File: config.mk
export PLATFORM = sky130hd
export DESIGN_NAME = instruction_fetch_unit_flat
export DESIGN_NICKNAME = d
export VERILOG_FILES = /design/src/rtl/instruction_fetch_unit_if.sv /design/src/rtl/instruction_fetch_unit.sv /design/src/flat_wrapper.sv
export SDC_FILE = /design/constraint.sdc
export NUM_CORES = 1
export LEC_CHECK = 0
export CORE_UTILIZATION = 30
export DETAILED_ROUTE_END_ITERATION = 16
export SYNTH_ARGS = -nofsm -noshare
export SYNTH_HDL_FRONTEND = slang
export SYNTH_SLANG_ARGS = --single-unit
File: constraint.sdc
create_clock -name Clock -period 2.53 [get_ports Clock]
set_clock_uncertainty 0.15 [all_clocks]
set_input_delay 0.506 -clock Clock [delete_from_list [all_inputs] [get_ports Clock]]
set_output_delay 0.506 -clock Clock [all_outputs]
set_load 0.005 [all_outputs]
File: src/rtl/instruction_fetch_unit_if.sv
// Instruction-memory read channel between the fetch unit (master) and memory (slave).
// A request stays up with a stable address until the memory answers with I_ACK.
interface instruction_fetch_unit_if #(
  parameter int ADDR_W  = 8,
  parameter int INSTR_W = 16
);
  logic               I_REQ;
  logic [ADDR_W-1:0]  I_ADDR;
  logic               I_ACK;
  logic [INSTR_W-1:0] I_RDATA;

  modport master (output I_REQ, output I_ADDR, input I_ACK, input I_RDATA);
  modport slave  (input I_REQ, input I_ADDR, output I_ACK, output I_RDATA);
endinterface

File: src/rtl/instruction_fetch_unit.sv
// Fetch stage: owns the PC, prefetches the word at PC into a one-entry buffer
// and loads the IR from it on request of the control unit.
module instruction_fetch_unit #(
  parameter int                ADDR_W   = 8,
  parameter int                INSTR_W  = 16,
  parameter logic [ADDR_W-1:0] RESET_PC = '0
) (
  input  logic                   Clock,
  input  logic                   Reset,
  input  logic                   PC_CLR,
  input  logic                   PC_IC,
  input  logic                   IR_LD,
  instruction_fetch_unit_if.master imem,
  output logic [ADDR_W-1:0]      PC,
  output logic [INSTR_W-1:0]     IR,
  output logic                   IR_VALID,
  output logic                   IF_READY
);

  localparam logic [1:0] S_IDLE = 2'd0;
  localparam logic [1:0] S_REQ  = 2'd1;
  localparam logic [1:0] S_FULL = 2'd2;

  localparam logic [ADDR_W-1:0] PC_ONE = {{(ADDR_W-1){1'b0}}, 1'b1};

  logic [1:0]         state;
  logic [ADDR_W-1:0]  req_addr;
  logic [ADDR_W-1:0]  pc_next;
  logic [INSTR_W-1:0] fbuf;
  logic               pc_chg;

  always_comb begin
    pc_chg  = PC_CLR | PC_IC;
    pc_next = PC;
    if (PC_CLR)
      pc_next = RESET_PC;
    else if (PC_IC)
      pc_next = PC + PC_ONE;
  end

  always_ff @(posedge Clock) begin
    if (!Reset) begin
      state    <= S_IDLE;
      PC       <= RESET_PC;
      req_addr <= RESET_PC;
      fbuf     <= '0;
      IR       <= '0;
      IR_VALID <= 1'b0;
    end else begin
      PC <= pc_next;

      // IR takes the buffered word at the old PC, even when PC_IC moves it this cycle
      if (PC_CLR) begin
        IR       <= '0;
        IR_VALID <= 1'b0;
      end else if (IR_LD && state == S_FULL) begin
        IR       <= fbuf;
        IR_VALID <= 1'b1;
      end

      case (state)
        S_IDLE: begin
          state    <= S_REQ;
          req_addr <= pc_next;
        end
        S_REQ: begin
          // A request is never withdrawn; a stale answer only triggers a re-issue
          if (imem.I_ACK) begin
            if (!pc_chg && req_addr == PC) begin
              fbuf  <= imem.I_RDATA;
              state <= S_FULL;
            end else begin
              req_addr <= pc_next;
            end
          end
        end
        S_FULL: begin
          if (pc_chg) begin
            state    <= S_REQ;
            req_addr <= pc_next;
          end
        end
        default: state <= S_IDLE;
      endcase
    end
  end

  assign imem.I_REQ  = (state == S_REQ);
  assign imem.I_ADDR = req_addr;
  assign IF_READY    = (state == S_FULL);

endmodule
File: src/flat_wrapper.sv
// flat-port wrapper written by rule: the top's interface ports become plain ports
module instruction_fetch_unit_flat 
#(
  parameter int                ADDR_W   = 8,
  parameter int                INSTR_W  = 16,
  parameter logic [ADDR_W-1:0] RESET_PC = '0
)
  (Clock, Reset, PC_CLR, PC_IC, IR_LD, PC, IR, IR_VALID, IF_READY, imem_I_REQ, imem_I_ADDR, imem_I_ACK, imem_I_RDATA);
  instruction_fetch_unit_if #(.ADDR_W(ADDR_W), .INSTR_W(INSTR_W)) imem_i ();
  input  logic Clock;
  input  logic Reset;
  input  logic PC_CLR;
  input  logic PC_IC;
  input  logic IR_LD;
  output logic [ADDR_W-1:0] PC;
  output logic [INSTR_W-1:0] IR;
  output logic IR_VALID;
  output logic IF_READY;
  output wire logic [$bits(imem_i.I_REQ)-1:0] imem_I_REQ;
  output wire logic [$bits(imem_i.I_ADDR)-1:0] imem_I_ADDR;
  input wire logic [$bits(imem_i.I_ACK)-1:0] imem_I_ACK;
  input wire logic [$bits(imem_i.I_RDATA)-1:0] imem_I_RDATA;
  assign imem_I_REQ = imem_i.I_REQ;
  assign imem_I_ADDR = imem_i.I_ADDR;
  assign imem_i.I_ACK = imem_I_ACK;
  assign imem_i.I_RDATA = imem_I_RDATA;
  instruction_fetch_unit #(.ADDR_W(ADDR_W), .INSTR_W(INSTR_W), .RESET_PC(RESET_PC)) u_core (.Clock(Clock), .Reset(Reset), .PC_CLR(PC_CLR), .PC_IC(PC_IC), .IR_LD(IR_LD), .imem(imem_i), .PC(PC), .IR(IR), .IR_VALID(IR_VALID), .IF_READY(IF_READY));
endmodule
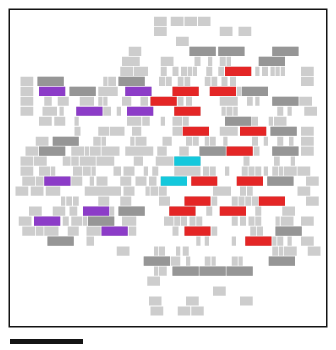
Figure 1: register map, names as in the netlist.
Bar = 20 um.
| color | name in the netlist | sequential cells |
|---|---|---|
| purple | u_core.imem.I_ADDR | 8 |
| cyan | u_core.state | 2 |
| red | u_core.fbuf | 16 |
not colored: 25

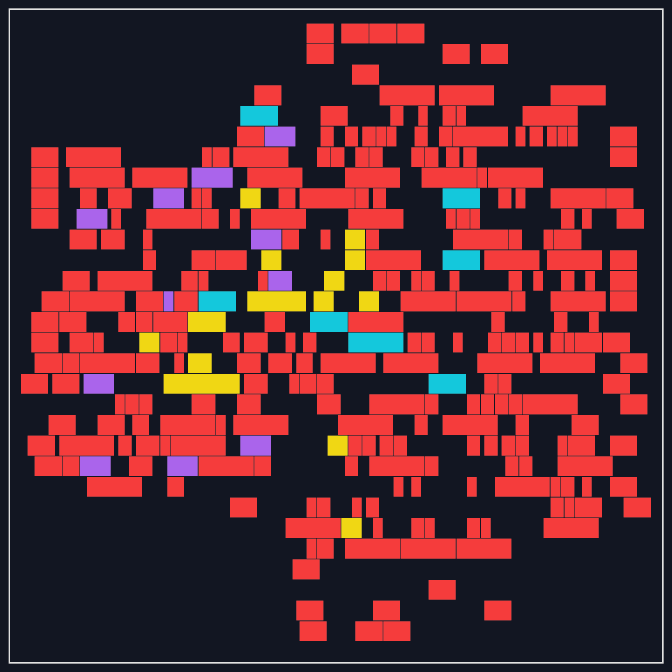
Figure 2: drive-strength map.
| color | size | cells | share | most used |
|---|---|---|---|---|
| yellow | _3 and _4 cells | 14 | 4.7% | buf_4 |
| purple | _2 cells | 11 | 3.7% | mux2_2 |
| red | _0 and _1 cells | 266 | 89% | clkdlybuf4s50_1 |
| cyan | _6 and larger | 7 | 2.3% | clkbuf_8 |

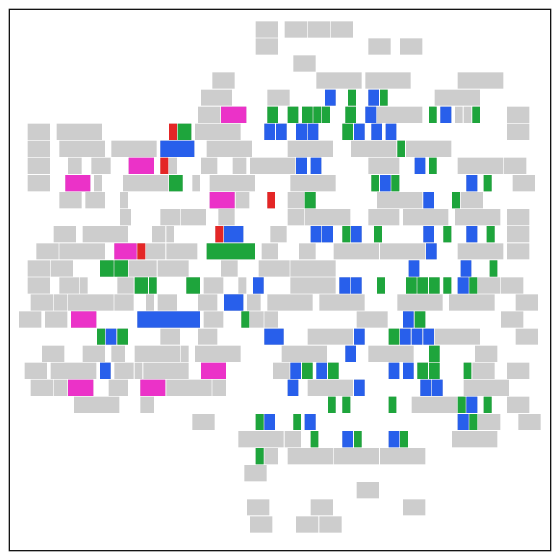
Figure 3: gate-type map.
| color | family | cells |
|---|---|---|
| blue | aoi and oai cells | 56 |
| green | nand cells | 60 |
| red | inv cells | 5 |
| magenta | mux cells | 9 |

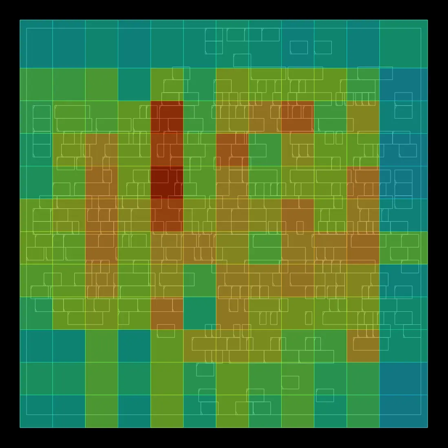
Figure 4: routing congestion.
GR Util met3: 3.465%
final core occ: 42.69%

==> flow_summary.json <==
{
  "status": "completed",
  "drtIter0Drc": 103,
  "gr-total-overflow": 0,
  "flops": 51,
  "dr_total_vias": 1824,
  "synth_seq_share_pct": 48.17,
  "p_comb_share_pct": 9.1,
  "r2r_cells": 5,
  "ys_sh_aoi_pct": 16.17,
  "final_common_cell": "clkdlybuf4s50_1",
  "clock_path_buffers": 2,
  "reg_top3": "u_core.IR: 16 flops, u_core.fbuf: 16 flops",
  "syn_area_um2": 2120,
  "syn_inst": 238,
  "nMultiInputCombCells": 168,
  "powerSeq_mw": 0.819,
  "simple_gate_area_share_pct": 21.25,
  "layout_top_cells": "clkdlybuf4s50_1, dfxtp_1, nand2_1",
  "slew_violations": 0,
  "cp_data_required_time_ns": 1.87,
  "critPathTopFamily": "buffers and inverters",
  "cts_resized": 0,
  "adder_share_pct": 0.5903,
  "die_h_um": 86.06,
  "power.group.top": "registers",
  "power-per-cell-area_nw_per_um2": 501.2,
  "async_flop_share_pct": 0,
  "n_tap_cell": 96,
  "worstHoldStart": "u_core.fbuf[15]",
  "seq_share_pct": 35.20,
  "fillers": 708,
  "critPathMaxStageDelay_ns": 0.56,
  "routabilityCongestion": 0.8033,
  "cts_hold_buf": 0,
  "syn_nets": 261,
  "num-nonclk-inverters": 5,
  "rrSetupSlack_ns": 0.53,
  "edf_count": 0,
  "drt_first_pass_iters": 4,
  "antenna_found_initial": 0,
  "yosysTopAreaCellShare_pct": 48.17,
  "ys_chip_area_um2": 2120,
  "slowest_stage": "clkdlybuf4s50_1",
  "whs_path_depth": 2,
  "cp.depth": 2,
  "worst_pin_slew_ns": 0.5649,
  "ys.flops": 51,
  "cts_htree_levels": 2,
  "wl_per_cell_um": 12.88,
  "ys.flop_type": "dfxtp_1",
  "root_buffer": "clkbuf_8",
  "crit_path_start": "u_core.state[0]",
  "synth-cells-yosys": 238,
  "yosysTopAreaCell": "dfxtp_1",
  "worst_hold_slack_ns": 0.3031,
  "maxCapViolations": 0,
  "largest_class": "registers",
  "grt_max_degree": 18,
  "seqPwrFrac_pct": 56.3,
  "p_clk_share_pct": 34.5,
  "top_logic_kind": "simple AND/OR/NAND/NOR gates",
  "clock-sinks": 51,
  "clk_pin_slew_ns": 0.09,
  "min_to": "u_core.IR[15]",
  "drc": 0,
  "p_int_mw": 1.104
}
[worst register-to-register path, delay by kind of cell, from the launching register on]
kind / cells / cell delay, ns
compound gates: 2 / 0.67
flops: 1 / 0.39
mux: 1 / 0.39
simple gates: 2 / 0.31
[logic make-up after synthesis]
| kind of cell | after synthesis |
|---|---|
| AND-OR/OR-AND | 58 |
| XOR/XNOR | 10 |
| adder cells (fa/ha/maj) | 1 |
| buffers and inverters | 19 |
| flip-flops | 51 |
| multiplexers | 9 |
| AND/OR/NAND/NOR | 90 |
[per-layer routing]
| layer | routed length, um | up-vias | global-route usage (%) |
|---|---|---|---|
| li1 | - | 930 | - |
| met1 | 2542 | 840 | 19.88 |
| met2 | 2245 | 49 | 22.66 |
| met3 | 238 | 5 | 3.465 |
| met4 | 49 | 0 | 4.545 |
| met5 | 0 | - | 0 |
Power is estimated from default activity; no workload was simulated.
